`config.mk`:
```
export PLATFORM = sky130hd
export DESIGN_NAME = svc_uart_rx_buf_flat
export DESIGN_NICKNAME = d
export VERILOG_FILES = /design/src/rtl/svc_uart_rx_buf_if.sv /design/src/rtl/svc_uart_rx_buf.sv /design/src/flat_wrapper.sv
export SDC_FILE = /design/constraint.sdc
export NUM_CORES = 1
export LEC_CHECK = 0
export CORE_UTILIZATION = 50
export DETAILED_ROUTE_END_ITERATION = 7
export HOLD_SLACK_MARGIN = 0.03
export PLACE_DENSITY = 0.67
export SLEW_MARGIN = 20
export SYNTH_ARGS = -nofsm -noshare
export SYNTH_HDL_FRONTEND = slang
export SYNTH_SLANG_ARGS = --single-unit
```
`constraint.sdc`:
```
create_clock -name clk -period 3.97 [get_ports clk]
set_clock_uncertainty 0.05 [all_clocks]
set_input_delay 0.794 -clock clk [delete_from_list [all_inputs] [get_ports clk]]
set_output_delay 0.794 -clock clk [all_outputs]
set_load 0.005 [all_outputs]
```
`src/rtl/svc_uart_rx_buf_if.sv`:
```
// Byte-stream handshake between the UART receive buffer and its consumer.
interface svc_uart_rx_buf_if;
  logic       urx_valid;
  logic [7:0] urx_data;
  logic       urx_ready;

  modport master (output urx_valid, output urx_data, input  urx_ready);
  modport slave  (input  urx_valid, input  urx_data, output urx_ready);
endinterface

```
`src/rtl/svc_uart_rx_buf.sv`:
```
// 8N1 UART receiver with mid-bit sampling feeding a first-word fall-through FIFO.
module svc_uart_rx_buf #(
  parameter int unsigned CLOCK_FREQ = 100_000_000,
  parameter int unsigned BAUD_RATE  = 115_200,
  parameter int unsigned FIFO_DEPTH = 8
) (
  input  logic               clk,
  input  logic               rst_n,
  input  logic               urx,
  svc_uart_rx_buf_if.master  rx_if,
  output logic               frame_err,
  output logic               overflow
);

  localparam int unsigned CLKS_PER_BIT = CLOCK_FREQ / BAUD_RATE;
  localparam int unsigned CNT_W        = $clog2(CLKS_PER_BIT);
  localparam int unsigned PTR_W        = $clog2(FIFO_DEPTH);
  localparam logic [CNT_W-1:0] CNT_HALF = CNT_W'(CLKS_PER_BIT / 2 - 1);
  localparam logic [CNT_W-1:0] CNT_FULL = CNT_W'(CLKS_PER_BIT - 1);
  localparam logic [PTR_W:0]   CNT_MAX  = (PTR_W+1)'(FIFO_DEPTH);

  typedef enum logic [2:0] {
    ST_IDLE,
    ST_START,
    ST_DATA,
    ST_STOP,
    ST_BREAK
  } state_e;

  state_e           state_q, state_d;
  logic             sync1_q, sync2_q;
  logic [CNT_W-1:0] cnt_q, cnt_d;
  logic [2:0]       bit_idx_q, bit_idx_d;
  logic [7:0]       shreg_q, shreg_d;
  logic             frame_err_q, frame_err_d;
  logic             overflow_q, overflow_d;
  logic [PTR_W-1:0] wr_ptr_q, wr_ptr_d, rd_ptr_q, rd_ptr_d;
  logic [PTR_W:0]   count_q, count_d;
  logic [7:0]       mem_q [FIFO_DEPTH];
  logic [7:0]       mem_d [FIFO_DEPTH];

  logic rx_s;
  logic push, pop, push_ok;

  assign rx_s = sync2_q;

  // Framing FSM: cnt counts down in every timed state; a zero marks a sample point.
  always_comb begin
    state_d     = state_q;
    cnt_d       = cnt_q;
    bit_idx_d   = bit_idx_q;
    shreg_d     = shreg_q;
    push        = 1'b0;
    frame_err_d = 1'b0;
    if (cnt_q != '0) cnt_d = cnt_q - CNT_W'(1);
    unique case (state_q)
      ST_IDLE: begin
        if (!rx_s) begin
          state_d = ST_START;
          cnt_d   = CNT_HALF;
        end
      end
      ST_START: begin
        if (cnt_q == '0) begin
          if (!rx_s) begin
            state_d   = ST_DATA;
            cnt_d     = CNT_FULL;
            bit_idx_d = '0;
          end else begin
            state_d = ST_IDLE;
          end
        end
      end
      ST_DATA: begin
        if (cnt_q == '0) begin
          shreg_d   = {rx_s, shreg_q[7:1]};
          cnt_d     = CNT_FULL;
          bit_idx_d = bit_idx_q + 3'd1;
          if (bit_idx_q == 3'd7) state_d = ST_STOP;
        end
      end
      ST_STOP: begin
        if (cnt_q == '0) begin
          if (rx_s) begin
            push    = 1'b1;
            state_d = ST_IDLE;
          end else begin
            frame_err_d = 1'b1;
            state_d     = ST_BREAK;
          end
        end
      end
      ST_BREAK: begin
        if (rx_s) state_d = ST_IDLE;
      end
      default: state_d = ST_IDLE;
    endcase
  end

  // A pop frees a slot in the same cycle, so a push into a full FIFO is still accepted.
  always_comb begin
    pop        = (count_q != '0) && rx_if.urx_ready;
    push_ok    = push && ((count_q != CNT_MAX) || pop);
    overflow_d = push && !push_ok;
    mem_d      = mem_q;
    wr_ptr_d   = wr_ptr_q;
    rd_ptr_d   = rd_ptr_q;
    count_d    = count_q;
    if (push_ok) begin
      mem_d[wr_ptr_q] = shreg_q;
      wr_ptr_d        = wr_ptr_q + PTR_W'(1);
    end
    if (pop) rd_ptr_d = rd_ptr_q + PTR_W'(1);
    if (push_ok && !pop) count_d = count_q + (PTR_W+1)'(1);
    else if (pop && !push_ok) count_d = count_q - (PTR_W+1)'(1);
  end

  always_ff @(posedge clk) begin
    if (!rst_n) begin
      state_q     <= ST_IDLE;
      sync1_q     <= 1'b1;
      sync2_q     <= 1'b1;
      cnt_q       <= '0;
      bit_idx_q   <= '0;
      shreg_q     <= '0;
      frame_err_q <= 1'b0;
      overflow_q  <= 1'b0;
      wr_ptr_q    <= '0;
      rd_ptr_q    <= '0;
      count_q     <= '0;
    end else begin
      state_q     <= state_d;
      sync1_q     <= urx;
      sync2_q     <= sync1_q;
      cnt_q       <= cnt_d;
      bit_idx_q   <= bit_idx_d;
      shreg_q     <= shreg_d;
      frame_err_q <= frame_err_d;
      overflow_q  <= overflow_d;
      wr_ptr_q    <= wr_ptr_d;
      rd_ptr_q    <= rd_ptr_d;
      count_q     <= count_d;
    end
  end

  // Storage needs no reset: it is only visible through a non-zero count.
  always_ff @(posedge clk) begin
    mem_q <= mem_d;
  end

  assign rx_if.urx_valid = (count_q != '0);
  assign rx_if.urx_data  = (count_q != '0) ? mem_q[rd_ptr_q] : '0;
  assign frame_err       = frame_err_q;
  assign overflow        = overflow_q;

endmodule

```
`src/flat_wrapper.sv`:
```
// flat-port wrapper written by rule: the top's interface ports become plain ports
module svc_uart_rx_buf_flat 
#(
  parameter int unsigned CLOCK_FREQ = 100_000_000,
  parameter int unsigned BAUD_RATE  = 115_200,
  parameter int unsigned FIFO_DEPTH = 8
)
  (clk, rst_n, urx, frame_err, overflow, rx_if_urx_valid, rx_if_urx_data, rx_if_urx_ready);
  svc_uart_rx_buf_if rx_if_i ();
  input  logic clk;
  input  logic rst_n;
  input  logic urx;
  output logic frame_err;
  output logic overflow;
  output wire logic [$bits(rx_if_i.urx_valid)-1:0] rx_if_urx_valid;
  output wire logic [$bits(rx_if_i.urx_data)-1:0] rx_if_urx_data;
  input wire logic [$bits(rx_if_i.urx_ready)-1:0] rx_if_urx_ready;
  assign rx_if_urx_valid = rx_if_i.urx_valid;
  assign rx_if_urx_data = rx_if_i.urx_data;
  assign rx_if_i.urx_ready = rx_if_urx_ready;
  svc_uart_rx_buf #(.CLOCK_FREQ(CLOCK_FREQ), .BAUD_RATE(BAUD_RATE), .FIFO_DEPTH(FIFO_DEPTH)) u_core (.clk(clk), .rst_n(rst_n), .urx(urx), .rx_if(rx_if_i), .frame_err(frame_err), .overflow(overflow));
endmodule
```
==> run_1/floorplan.png <==
Scale bar: 20 microns. Pins as bars on the die edge.
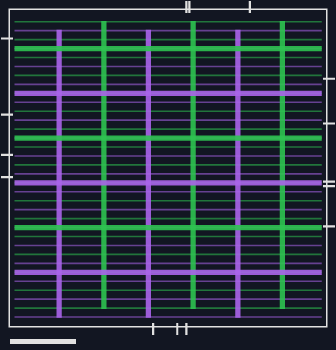
green -> VDD
purple -> VSS
rows = 33
signal pins = 15
met5 straps = 6
met1 rails = 34

==> run_1/class_map.png <==
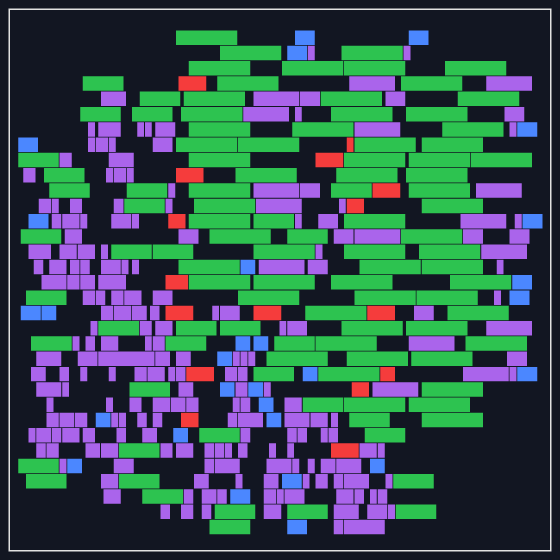
red -> clock drivers and dummy loads  # cells 16
purple -> remaining logic cells  # cells 211
green -> registers  # cells 102
blue -> remaining buffers and delay cells  # cells 28
Post-Route Utilization: 58.62%
placeable core region: 0.008382 sq mm
count of standard-cell rows: 33

==> summary.rpt, run 1 <==
IMPLEMENTATION SUMMARY REPORT
----------------------------------------------------
[Critical path]
  Category of the most critical setup path ........................ reg -> out
  Critical path launch point ........................ u_core.rd_ptr_q[1]
  Arr. time, crit path ........................ 2.36 ns
  Data required time of the critical path ........................ 3.13 ns
  Critical-path cell with the highest stage delay ........................ sky130_fd_sc_hd__dfxtp_1
  Bufs and invs on worst path ........................ 1
  Worst-path maximum fanout ........................ 18
  WP depth ........................ 4
  Startpoint of the lowest-slack register-to-register path ........................ u_core.cnt_q[0]
  Reg-to-reg setup timing slack ........................ 1.10 ns
  CP peak stage delay ........................ 0.89 ns
  Crit-path cells ........................ mux4_2, mux2i_1, nor2_1, clkdlybuf4s50_1
  End point of the critical path ........................ rx_if_urx_data[7]

[Final timing]
  Worst Slack Setup Final ........................ 0.7651 ns
  Sum of negative setup slack ........................ 0 ns
  Setup repair after global routing missed its margin ........................ false
  Tightest Pin Transition ........................ 0.8577 ns
  Final hold slack ........................ ~0.37 ns

[Power]
  Pwr Total ........................ 2.681 mW
  Part of the power in registers ........................ 47.1%
  Power consumed by the clock network ........................ 0.611 mW
  Combinational fraction of design power ........................ 30.1%
  Top power consumer group ........................ sequential cells
  Clock share of power ........................ 22.8%

[Yosys]
  Commonest cells post-synth ........................ 64 x sky130_fd_sc_hd__edfxtp_1, 39 x sky130_fd_sc_hd__nor2_1, 38 x sky130_fd_sc_hd__dfxtp_1, 20 x sky130_fd_sc_hd__mux2i_1, 16 x sky130_fd_sc_hd__mux4_2
  Post-synthesis cell type count ........................ 49
  Area share of the largest cell type after synthesis ........................ 43.46%
  Library cell occupying the most area in the post-synthesis netlist ........................ sky130_fd_sc_hd__edfxtp_1
  Async set-or-reset flop fraction in the synthesized netlist ........................ 0%
  Flip-flop cell with the highest count after synthesis ........................ sky130_fd_sc_hd__edfxtp_1
  Number of storage elements in the synthesis netlist ........................ roughly 100
  Area fraction in compound gates ........................ under 10%
  Top cells by area ........................ sky130_fd_sc_hd__edfxtp_1 43%, sky130_fd_sc_hd__dfxtp_1 17%, sky130_fd_sc_hd__mux4_2 8.1%
  Share of the yosys chip area belonging to registers ........................ 60.67%

[Finish]
  Area occupied by registers ........................ 0.002683 sq mm
  Antenna diode count ........................ 0
  Tally of non-filler cells in the final layout ........................ 462
  Most frequently placed logic cell in the final layout ........................ sky130_fd_sc_hd__edfxtp_1
  Leading cell category by total area ........................ sequential cells
  Largest regs ........................ u_core.mem_q: 64 flops, u_core.cnt_q: 10 flops, u_core.shreg_q: 8 flops
  Tally of clock buffers in the finished layout ........................ 10
  Nets ........................ 367
  Most numerous logic cells after layout ........................ 64 x sky130_fd_sc_hd__edfxtp_1, 39 x sky130_fd_sc_hd__nor2_1, 38 x sky130_fd_sc_hd__dfxtp_1, 20 x sky130_fd_sc_hd__mux2i_1, 16 x sky130_fd_sc_hd__mux4_2
  Non-clock buffers ........................ 28
  Share of cell area taken by multi-input logic gates ........................ between 30% and 40%

[Placement]
  Weighted congestion reported at the end of routability-driven placement ........................ 0.8232
  DP Cell Count ........................ 446
  Pre-CTS setup slack ........................ 0.7683 ns
  Count of input and output buffers ........................ 14

[Global route]
  Most crowded layer after global routing ........................ met2
  Number of antenna violations at the first check in global routing ........................ 0
  Number of global-route vias before repair ........................ 2,561

[Route]
  Iter 0 DRT Violations ........................ around 140
  Detailed-routing iteration count for the pre-antenna-repair pass ........................ 4
  Via-to-Cell Ratio ........................ 5.853

[Clock network]
  Clock tree from TritonCTS ........................ yes
  Worst-Skew Late Latency ........................ 0.37 ns
  Number of CTS-inserted buffers ........................ 9
  Clock Pin Slew Worst Setup and Hold Paths ........................ 0.10 ns
  Htree depth ........................ 3
  Largest buffer count on any clock path ........................ 2

[Die]
  Vertical extent of the die ........................ 96.04 microns
  Number of top-level pins ........................ 15
  Tap Cells ........................ around 110

[Worst hold path]
  Class of the worst hold path ........................ reg -> reg
  Hold endpoint ........................ u_core.rx_s
  WHS Path Cells ........................ 1

[Job]
  Max-cap violations ........................ 0

[Status]
  Outcome ........................ completed

----------------------------------------------------
==> run_1/clock_wires.png <==
Scale bar: 20 microns.
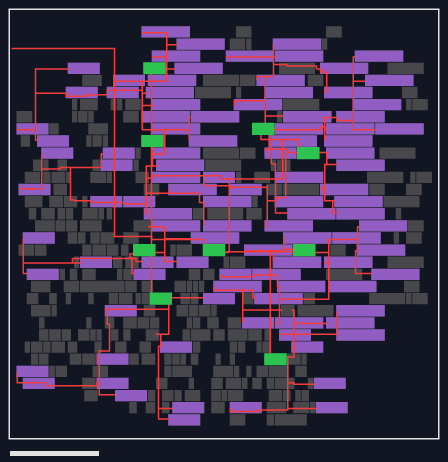
purple -> flip-flops  # count 102
green -> clock-net drivers  # count 9
red -> clock wires  # length 1,100 microns
flops lie = spread over the die

==> run_1/layers.png <==
Scale bar: 20 microns.
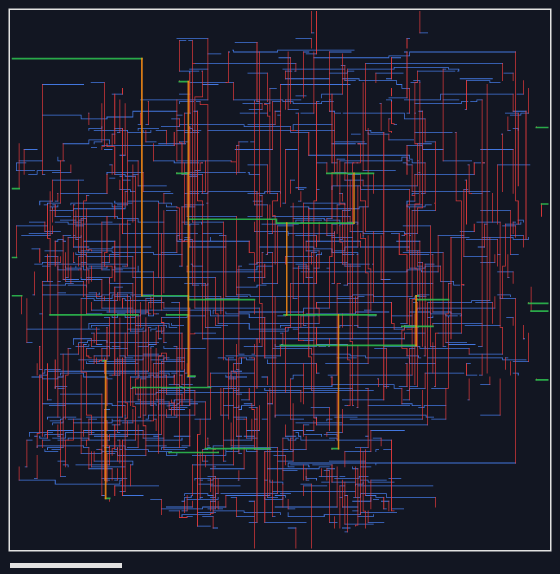
orange -> M4  # wire length 177 microns
blue -> M1  # wire length 3,660 microns
green -> M3  # wire length 209 microns
red -> M2  # wire length 4,210 microns
Detailed Route WL: 8250 microns
overall via count from detail_route: 2,704

==> run_1/clock_nets.png <==
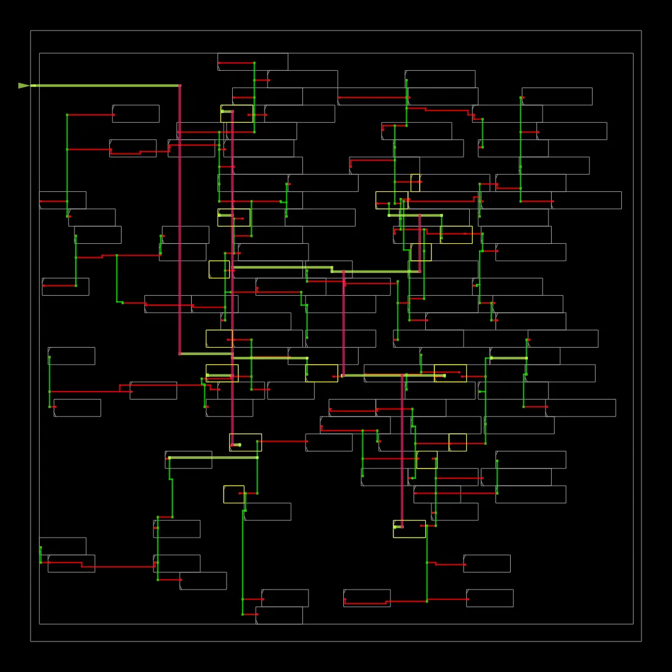

==> run 2, diff against run 1 <==
==> constraint.sdc (replaced) <==
create_clock -name clk -period 3.06 [get_ports clk]
set_clock_uncertainty 0.05 [all_clocks]
set_input_delay 0.612 -clock clk [delete_from_list [all_inputs] [get_ports clk]]
set_output_delay 0.612 -clock clk [all_outputs]
set_load 0.005 [all_outputs]
==> run_2/clock_nets.png <==
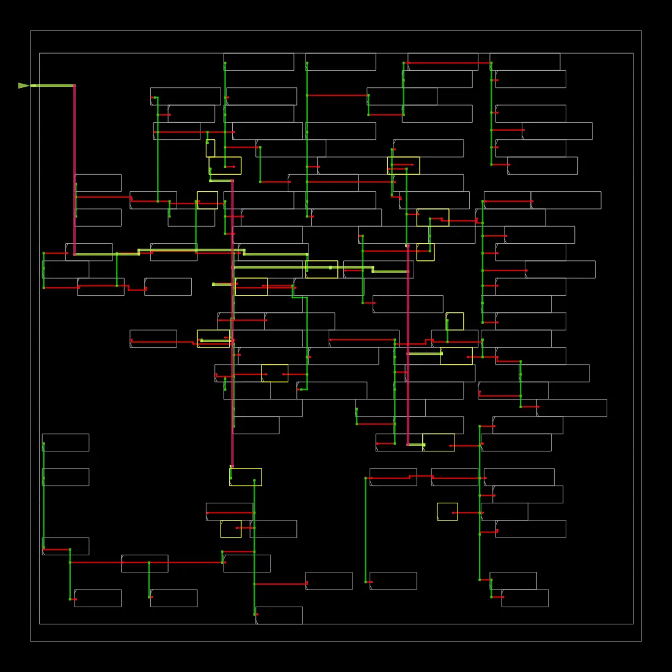
num sequential: 102
clk sink count: 102

==> run_2/class_map.png <==
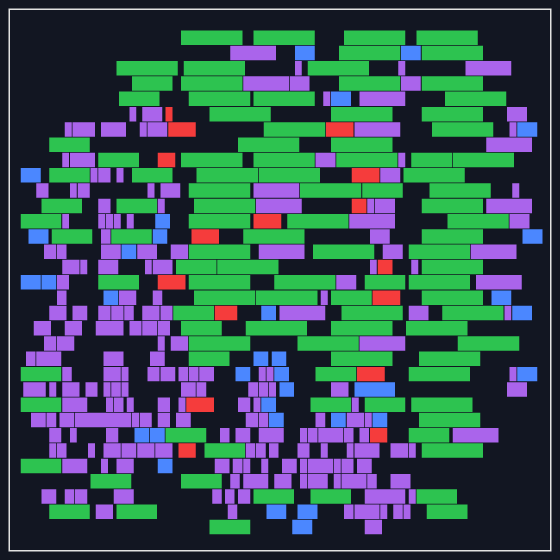
red -> clock drivers and dummy loads  # cells 16
purple -> remaining logic cells  # cells 211
blue -> remaining buffers and delay cells  # cells 33
green -> registers  # cells 102

==> run 2 against run 1 <==
Via count unchanged; largest power group unchanged; combinational power increased by 34%; cell area increased by 0.99%; routed wire length decreased by 1.0%; clock-buffer cell count decreased by 1; sequential share of layout area decreased by 0.54 points; synthesized cell count unchanged; synthesized area unchanged; global-route usage decreased by 0.32 points.
==> summary.rpt, run 2 <==
IMPLEMENTATION SUMMARY REPORT
----------------------------------------------------
[Route]
  Detailed-routing iteration count for the pre-antenna-repair pass ........................ 4 (unchanged)
  Overall via count from detail_route ........................ 2,704 (unchanged)
  Iter 0 DRT Violations ........................ 104 (was 136)
  Detailed Route WL ........................ 8166 microns (was 8250 microns)
  Via-to-Cell Ratio ........................ 5.790 (was 5.853)
  Total length of routed met3 wires ........................ 167 microns (was 209 microns)

[Placement]
  DP Cell Count ........................ 451 (was 446)
  Area of placed instances ........................ 0.004782 sq mm (was 0.004732 sq mm)
  HPWL reported at the end of detailed placement ........................ 5429 microns (was 5309 microns)
  Count of input and output buffers ........................ 14 (unchanged)
  Weighted congestion reported at the end of routability-driven placement ........................ 0.8083 (was 0.8232)
  Pre-CTS setup slack ........................ 0.05835 ns (was 0.7683 ns)

[Critical path]
  Bufs and invs on worst path ........................ 2 (was 1)
  End point of the critical path ........................ rx_if_urx_data[3] (was rx_if_urx_data[7])
  Reg-to-reg setup timing slack ........................ 0.31 ns (was 1.10 ns)
  CP peak stage delay ........................ 0.52 ns (was 0.89 ns)
  WP depth ........................ 5 (was 4)
  Critical-path cell with the highest stage delay ........................ sky130_fd_sc_hd__mux4_2 (was sky130_fd_sc_hd__dfxtp_1)
  Data required time of the critical path ........................ 2.40 ns (was 3.13 ns)
  Critical path launch point ........................ u_core.rd_ptr_q[0] (was u_core.rd_ptr_q[1])
  Critical register-to-register path endpoint ........................ u_core.count_q[3] (unchanged)
  Crit-path cells ........................ buf_12, mux4_2, mux2i_1, nor2_1, clkdlybuf4s50_1 (was mux4_2, mux2i_1, nor2_1, clkdlybuf4s50_1)
  Arr. time, crit path ........................ 2.20 ns (was 2.36 ns)
  Startpoint of the lowest-slack register-to-register path ........................ u_core.cnt_q[0] (unchanged)
  Category of the most critical setup path ........................ reg -> out (unchanged)
  Worst-path maximum fanout ........................ 16 (was 18)

[Yosys]
  Commonest cells post-synth ........................ 64 x sky130_fd_sc_hd__edfxtp_1, 39 x sky130_fd_sc_hd__nor2_1, 38 x sky130_fd_sc_hd__dfxtp_1, 20 x sky130_fd_sc_hd__mux2i_1, 16 x sky130_fd_sc_hd__mux4_2 (unchanged)
  EDFF count, synth ........................ 64 (unchanged)
  Library cell occupying the most area in the post-synthesis netlist ........................ sky130_fd_sc_hd__edfxtp_1 (unchanged)
  Post-synthesis chip area from yosys ........................ 0.004422 sq mm (unchanged)
  Area share of the largest cell type after synthesis ........................ 43.46% (unchanged)
  Top cells by area ........................ sky130_fd_sc_hd__edfxtp_1 43%, sky130_fd_sc_hd__dfxtp_1 17%, sky130_fd_sc_hd__mux4_2 8.1% (unchanged)
  Number of storage elements in the synthesis netlist ........................ 102 (unchanged)
  Post-synthesis cell type count ........................ 49 (unchanged)
  Flip-flop cell with the highest count after synthesis ........................ sky130_fd_sc_hd__edfxtp_1 (unchanged)
  Share of the yosys chip area belonging to registers ........................ 60.67% (unchanged)
  Area fraction in compound gates ........................ 6.650% (unchanged)
  Async set-or-reset flop fraction in the synthesized netlist ........................ 0% (unchanged)

[Power]
  Combinational fraction of design power ........................ 31.2% (was 30.1%)
  Pwr Total ........................ 3.479 mW (was 2.681 mW)
  Power consumed by the clock network ........................ 0.771 mW (was 0.611 mW)
  Clock share of power ........................ 22.2% (was 22.8%)
  Total combinational power ........................ 1.08 mW (was 0.806 mW)
  Top power consumer group ........................ sequential cells (unchanged)
  Part of the power in registers ........................ 46.7% (was 47.1%)
  Highest ir drop seen on vdd ........................ 0.5019 mV (was 0.4477 mV)

[Worst hold path]
  Class of the worst hold path ........................ reg -> reg (unchanged)
  WHS Path Cells ........................ 1 (unchanged)
  Hold endpoint ........................ u_core.rx_s (unchanged)

[Finish]
  Tally of non-filler cells in the final layout ........................ 467 (was 462)
  Nets ........................ 372 (was 367)
  Largest regs ........................ u_core.mem_q: 64 flops, u_core.cnt_q: 10 flops, u_core.shreg_q: 8 flops (unchanged)
  Post-Route Utilization ........................ 59.20% (was 58.62%)
  Area occupied by registers ........................ 0.002683 sq mm (unchanged)
  Non-clock buffers ........................ 33 (was 28)
  Tally of clock buffers in the finished layout ........................ 9 (was 10)
  Antenna diode count ........................ 0 (unchanged)
  Most frequently placed logic cell in the final layout ........................ sky130_fd_sc_hd__edfxtp_1 (unchanged)
  Most numerous logic cells after layout ........................ 64 x sky130_fd_sc_hd__edfxtp_1, 39 x sky130_fd_sc_hd__nor2_1, 38 x sky130_fd_sc_hd__dfxtp_1, 20 x sky130_fd_sc_hd__mux2i_1, 18 x sky130_fd_sc_hd__buf_4 (was 64 x sky130_fd_sc_hd__edfxtp_1, 39 x sky130_fd_sc_hd__nor2_1, 38 x sky130_fd_sc_hd__dfxtp_1, 20 x sky130_fd_sc_hd__mux2i_1, 16 x sky130_fd_sc_hd__mux4_2)
  Share of cell area taken by multi-input logic gates ........................ 33.18% (was 33.51%)
  Leading cell category by total area ........................ sequential cells (unchanged)
  Number of ordinary inverters in the final layout ........................ 7 (unchanged)

[Job]
  Max-cap violations ........................ 0 (unchanged)

[Clock network]
  Worst-Skew Late Latency ........................ 0.36 ns (was 0.37 ns)
  Number of CTS-inserted buffers ........................ 9 (unchanged)
  Clock Pin Slew Worst Setup and Hold Paths ........................ 0.09 ns (was 0.10 ns)
  Clock tree from TritonCTS ........................ yes (unchanged)
  Htree depth ........................ 3 (unchanged)
  Largest buffer count on any clock path ........................ 2 (unchanged)

[Final timing]
  Final hold slack ........................ 0.3709 ns (was 0.3673 ns)
  Sum of negative setup slack ........................ 0 ns (unchanged)
  Tightest Pin Transition ........................ 0.8164 ns (was 0.8577 ns)
  Setup repair after global routing missed its margin ........................ false (unchanged)
  Worst Slack Setup Final ........................ 0.1972 ns (was 0.7651 ns)
  Crit share post-route ........................ between 90% and 100%

[Die]
  Tap Cells ........................ 105 (unchanged)
  Effective utilization at floorplan ........................ 52.75% (unchanged)
  Count of standard-cell rows ........................ 33 (unchanged)
  Number of top-level pins ........................ 15 (unchanged)
  Vertical extent of the die ........................ 96.04 microns (unchanged)
  Placeable core region ........................ 0.008382 sq mm (unchanged)

[Global route]
  Met1 Usage GRT ........................ 24.48% (was 25.00%)
  Number of global-route vias before repair ........................ 2,628 (was 2,561)
  Number of antenna violations at the first check in global routing ........................ 0 (unchanged)
  Most crowded layer after global routing ........................ met2 (unchanged)
  Met2 Usage GRT ........................ 34.04% (was 33.45%)

[Status]
  Outcome ........................ completed (unchanged)

----------------------------------------------------
==> run 3, diff against run 2 <==
--- a/config.mk
+++ b/config.mk
@@ -9,6 +9,7 @@
 export DETAILED_ROUTE_END_ITERATION = 7
 export HOLD_SLACK_MARGIN = 0.03
 export PLACE_DENSITY = 0.67
+export RECOVER_POWER = 25
 export SLEW_MARGIN = 20
 export SYNTH_ARGS = -nofsm -noshare
 export SYNTH_HDL_FRONTEND = slang
==> run_3/clock_wires.png <==
Scale bar: 20 microns.
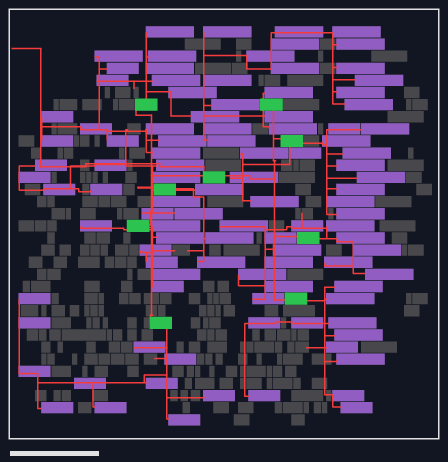
green -> clock-net drivers  # count 9
red -> clock wires  # length 978 microns
purple -> flip-flops  # count 102
flops lie = spread over the die
Worst-Skew Late Latency: 0.36 ns
clock share of power: 22.2%

==> run 3 against run 2 <==
Cell count stayed put; clock-buffer cell count stayed put; flip-flop count stayed put; fmax stayed put; die size stayed put; combinational power hardly changed; utilization stayed put; routed wire length stayed put; cell area stayed put.
==> summary.rpt, run 3 <==
IMPLEMENTATION SUMMARY REPORT
----------------------------------------------------
[Yosys]
  Number of storage elements in the synthesis netlist ........................ 102 (unchanged)
  Post-synthesis cell type with the largest instance count ........................ sky130_fd_sc_hd__edfxtp_1 (unchanged)
  Commonest cells post-synth ........................ 64 x sky130_fd_sc_hd__edfxtp_1, 39 x sky130_fd_sc_hd__nor2_1, 38 x sky130_fd_sc_hd__dfxtp_1, 20 x sky130_fd_sc_hd__mux2i_1, 16 x sky130_fd_sc_hd__mux4_2 (unchanged)
  Top cells by area ........................ sky130_fd_sc_hd__edfxtp_1 43%, sky130_fd_sc_hd__dfxtp_1 17%, sky130_fd_sc_hd__mux4_2 8.1% (unchanged)
  Flip-flop cell with the highest count after synthesis ........................ sky130_fd_sc_hd__edfxtp_1 (unchanged)
  Post-synthesis cell type count ........................ 49 (unchanged)
  Post-synthesis adder-cell area fraction ........................ 3.282% (unchanged)
  Async set-or-reset flop fraction in the synthesized netlist ........................ 0% (unchanged)
  Post-synthesis chip area from yosys ........................ 0.004422 sq mm (unchanged)
  EDFF count, synth ........................ 64 (unchanged)
  Area fraction in compound gates ........................ 6.650% (unchanged)
  Yosys warning count ........................ 0 (unchanged)
  Library cell occupying the most area in the post-synthesis netlist ........................ sky130_fd_sc_hd__edfxtp_1 (unchanged)
  Share of the yosys chip area belonging to registers ........................ 60.67% (unchanged)
  Area share of the largest cell type after synthesis ........................ 43.46% (unchanged)

[Clock network]
  Largest buffer count on any clock path ........................ 2 (unchanged)
  Htree depth ........................ 3 (unchanged)
  Number of buffers inserted by hold repair at cts ........................ 0 (unchanged)
  Clock tree from TritonCTS ........................ yes (unchanged)
  Number of gates given a new drive strength after cts ........................ 0 (unchanged)
  Clk sink count ........................ 102 (unchanged)
  Clock Pin Slew Worst Setup and Hold Paths ........................ 0.09 ns (about the same)
  Number of CTS-inserted buffers ........................ 9 (unchanged)

[Critical path]
  Critical-path cell with the highest stage delay ........................ sky130_fd_sc_hd__mux4_2 (unchanged)
  Critical register-to-register path endpoint ........................ u_core.count_q[3] (unchanged)
  WP depth ........................ 5 (unchanged)
  Arr. time, crit path ........................ 2.20 ns (about the same)
  Data required time of the critical path ........................ 2.40 ns (about the same)
  Crit-path cells ........................ buf_12, mux4_2, mux2i_1, nor2_1, clkdlybuf4s50_1 (unchanged)
  Reg-to-reg setup timing slack ........................ 0.31 ns (about the same)
  Critical path launch point ........................ u_core.rd_ptr_q[0] (unchanged)
  CP peak stage delay ........................ 0.52 ns (about the same)
  Length in cells of the worst reg-to-reg path ........................ 13 (unchanged)
  Category of the most critical setup path ........................ reg -> out (unchanged)
  Worst-path maximum fanout ........................ 16 (unchanged)
  Startpoint of the lowest-slack register-to-register path ........................ u_core.cnt_q[0] (unchanged)
  Bufs and invs on worst path ........................ 2 (unchanged)
  End point of the critical path ........................ rx_if_urx_data[3] (unchanged)

[Route]
  Overall via count from detail_route ........................ 2,704 (unchanged)
  Via-to-Cell Ratio ........................ 5.790 (unchanged)
  Iter 0 DRT Violations ........................ 104 (unchanged)
  Detailed-routing iteration count for the pre-antenna-repair pass ........................ 4 (unchanged)
  Avg WL per Cell ........................ 17.49 microns (unchanged)
  Detailed Route WL ........................ 8166 microns (unchanged)
  Wire length on met1 ........................ 3801 microns (unchanged)
  Total length of routed met3 wires ........................ 167 microns (unchanged)

[Die]
  Effective utilization at floorplan ........................ 52.75% (unchanged)
  Tap Cells ........................ 105 (unchanged)
  Placeable core region ........................ 0.008382 sq mm (unchanged)
  Number of top-level pins ........................ 15 (unchanged)
  Count of standard-cell rows ........................ 33 (unchanged)
  Chip area ........................ 0.009224 sq mm (unchanged)
  Vertical extent of the die ........................ 96.04 microns (unchanged)

[Global route]
  Most crowded layer after global routing ........................ met2 (unchanged)
  Met1 Usage GRT ........................ 24.48% (unchanged)
  Met2 Usage GRT ........................ 34.04% (unchanged)
  Number of antenna violations at the first check in global routing ........................ 0 (unchanged)
  Number of global-route vias before repair ........................ 2,628 (unchanged)
  All-Layer GR Usage ........................ 19.43% (unchanged)
  Maximum number of pins on one net before global-route repair ........................ 24 (unchanged)
  First-pass GRT wire length ........................ 13,040 microns (unchanged)
  Remaining global-route overflow ........................ 0 (unchanged)

[Finish]
  Area occupied by registers ........................ 0.002683 sq mm (unchanged)
  Number of ordinary inverters in the final layout ........................ 7 (unchanged)
  Clock buf/inv share ........................ 3.631% (unchanged)
  Non-clock buffers ........................ 33 (unchanged)
  Tally of clock buffers in the finished layout ........................ 9 (unchanged)
  Most frequently placed logic cell in the final layout ........................ sky130_fd_sc_hd__edfxtp_1 (unchanged)
  Tally of non-filler cells in the final layout ........................ 467 (unchanged)
  Nets ........................ 372 (unchanged)
  Non-clock buffer share ........................ 5.951% (unchanged)
  Multi-input combinational cell area ........................ 0.001647 sq mm (unchanged)
  Flip-flop count of the largest register after layout ........................ 64 (unchanged)
  Ratio of cells with drive above 1 in the final layout ........................ 16.85% (unchanged)
  Largest reg by FF count ........................ u_core.mem_q (unchanged)
  Most numerous logic cells after layout ........................ 64 x sky130_fd_sc_hd__edfxtp_1, 39 x sky130_fd_sc_hd__nor2_1, 38 x sky130_fd_sc_hd__dfxtp_1, 20 x sky130_fd_sc_hd__mux2i_1, 18 x sky130_fd_sc_hd__buf_4 (unchanged)
  Share of cell area taken by multi-input logic gates ........................ 33.18% (unchanged)
  Antenna diode count ........................ 0 (unchanged)
  Growth of design area from synthesis to finish ........................ 12.22% (unchanged)
  Leading cell category by total area ........................ sequential cells (unchanged)
  Largest regs ........................ u_core.mem_q: 64 flops, u_core.cnt_q: 10 flops, u_core.shreg_q: 8 flops (unchanged)
  Num sequential ........................ 102 (unchanged)

[Final timing]
  Number of hold violations in the final report ........................ 0 (unchanged)
  Final hold slack ........................ 0.3709 ns (unchanged)
  Final critical path time including I/O delays and setup ........................ 2.863 ns (unchanged)
  Setup repair after global routing missed its margin ........................ false (unchanged)
  Tightest Pin Transition ........................ 0.8164 ns (unchanged)
  Relative slew slack ........................ 45.51% (unchanged)
  Worst Slack Setup Final ........................ 0.1972 ns (unchanged)
  Crit share post-route ........................ 93.56% (unchanged)
  Number of pins exceeding their max-slew limit in the final report ........................ 0 (unchanged)
  Sum of negative setup slack ........................ 0 ns (unchanged)

[Power]
  Combinational fraction of design power ........................ 31.2% (about the same)
  Power dissipated in sequential cells ........................ 1.62 mW (about the same)
  Total combinational power ........................ 1.08 mW (about the same)
  Top power consumer group ........................ sequential cells (unchanged)
  Pwr Total ........................ 3.479 mW (unchanged)
  Internal power ........................ 2.365 mW (unchanged)
  Highest ir drop seen on vdd ........................ 0.5019 mV (unchanged)
  Power consumed by the clock network ........................ 0.771 mW (about the same)
  Part of the power in registers ........................ 46.7% (about the same)

[Placement]
  Area of placed instances ........................ 0.004782 sq mm (unchanged)
  Count of input and output buffers ........................ 14 (unchanged)
  DP Cell Count ........................ 451 (unchanged)
  Weighted congestion reported at the end of routability-driven placement ........................ 0.8083 (unchanged)
  Pre-CTS setup slack ........................ 0.05835 ns (unchanged)
  HPWL reported at the end of detailed placement ........................ 5429 microns (unchanged)

[Worst hold path]
  Class of the worst hold path ........................ reg -> reg (unchanged)
  WHS Path Cells ........................ 1 (unchanged)
  Hold endpoint ........................ u_core.rx_s (unchanged)

[Job]
  Number of OpenROAD warnings ........................ 27 (unchanged)
  Max-cap violations ........................ 0 (unchanged)

[Status]
  Outcome ........................ completed (unchanged)

----------------------------------------------------
==> run_3/class_map.png <==
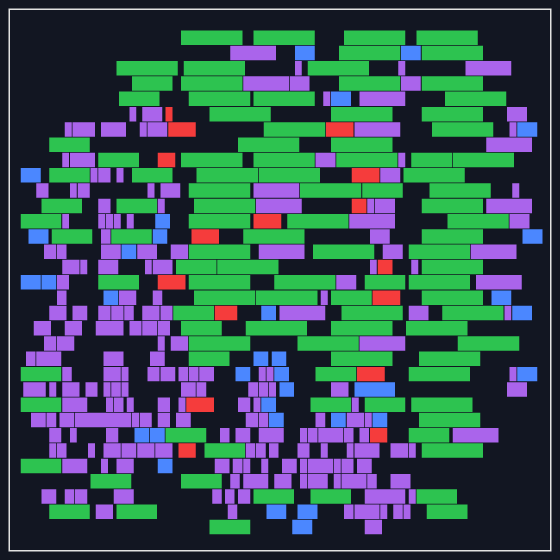
purple -> remaining logic cells  # cells 211
blue -> remaining buffers and delay cells  # cells 33
red -> clock drivers and dummy loads  # cells 16
green -> registers  # cells 102
sequential portion of the cell area: 54.06%
Post-Route Utilization: 59.20%

No activity file was given, so power comes from the tool's default toggle rates.
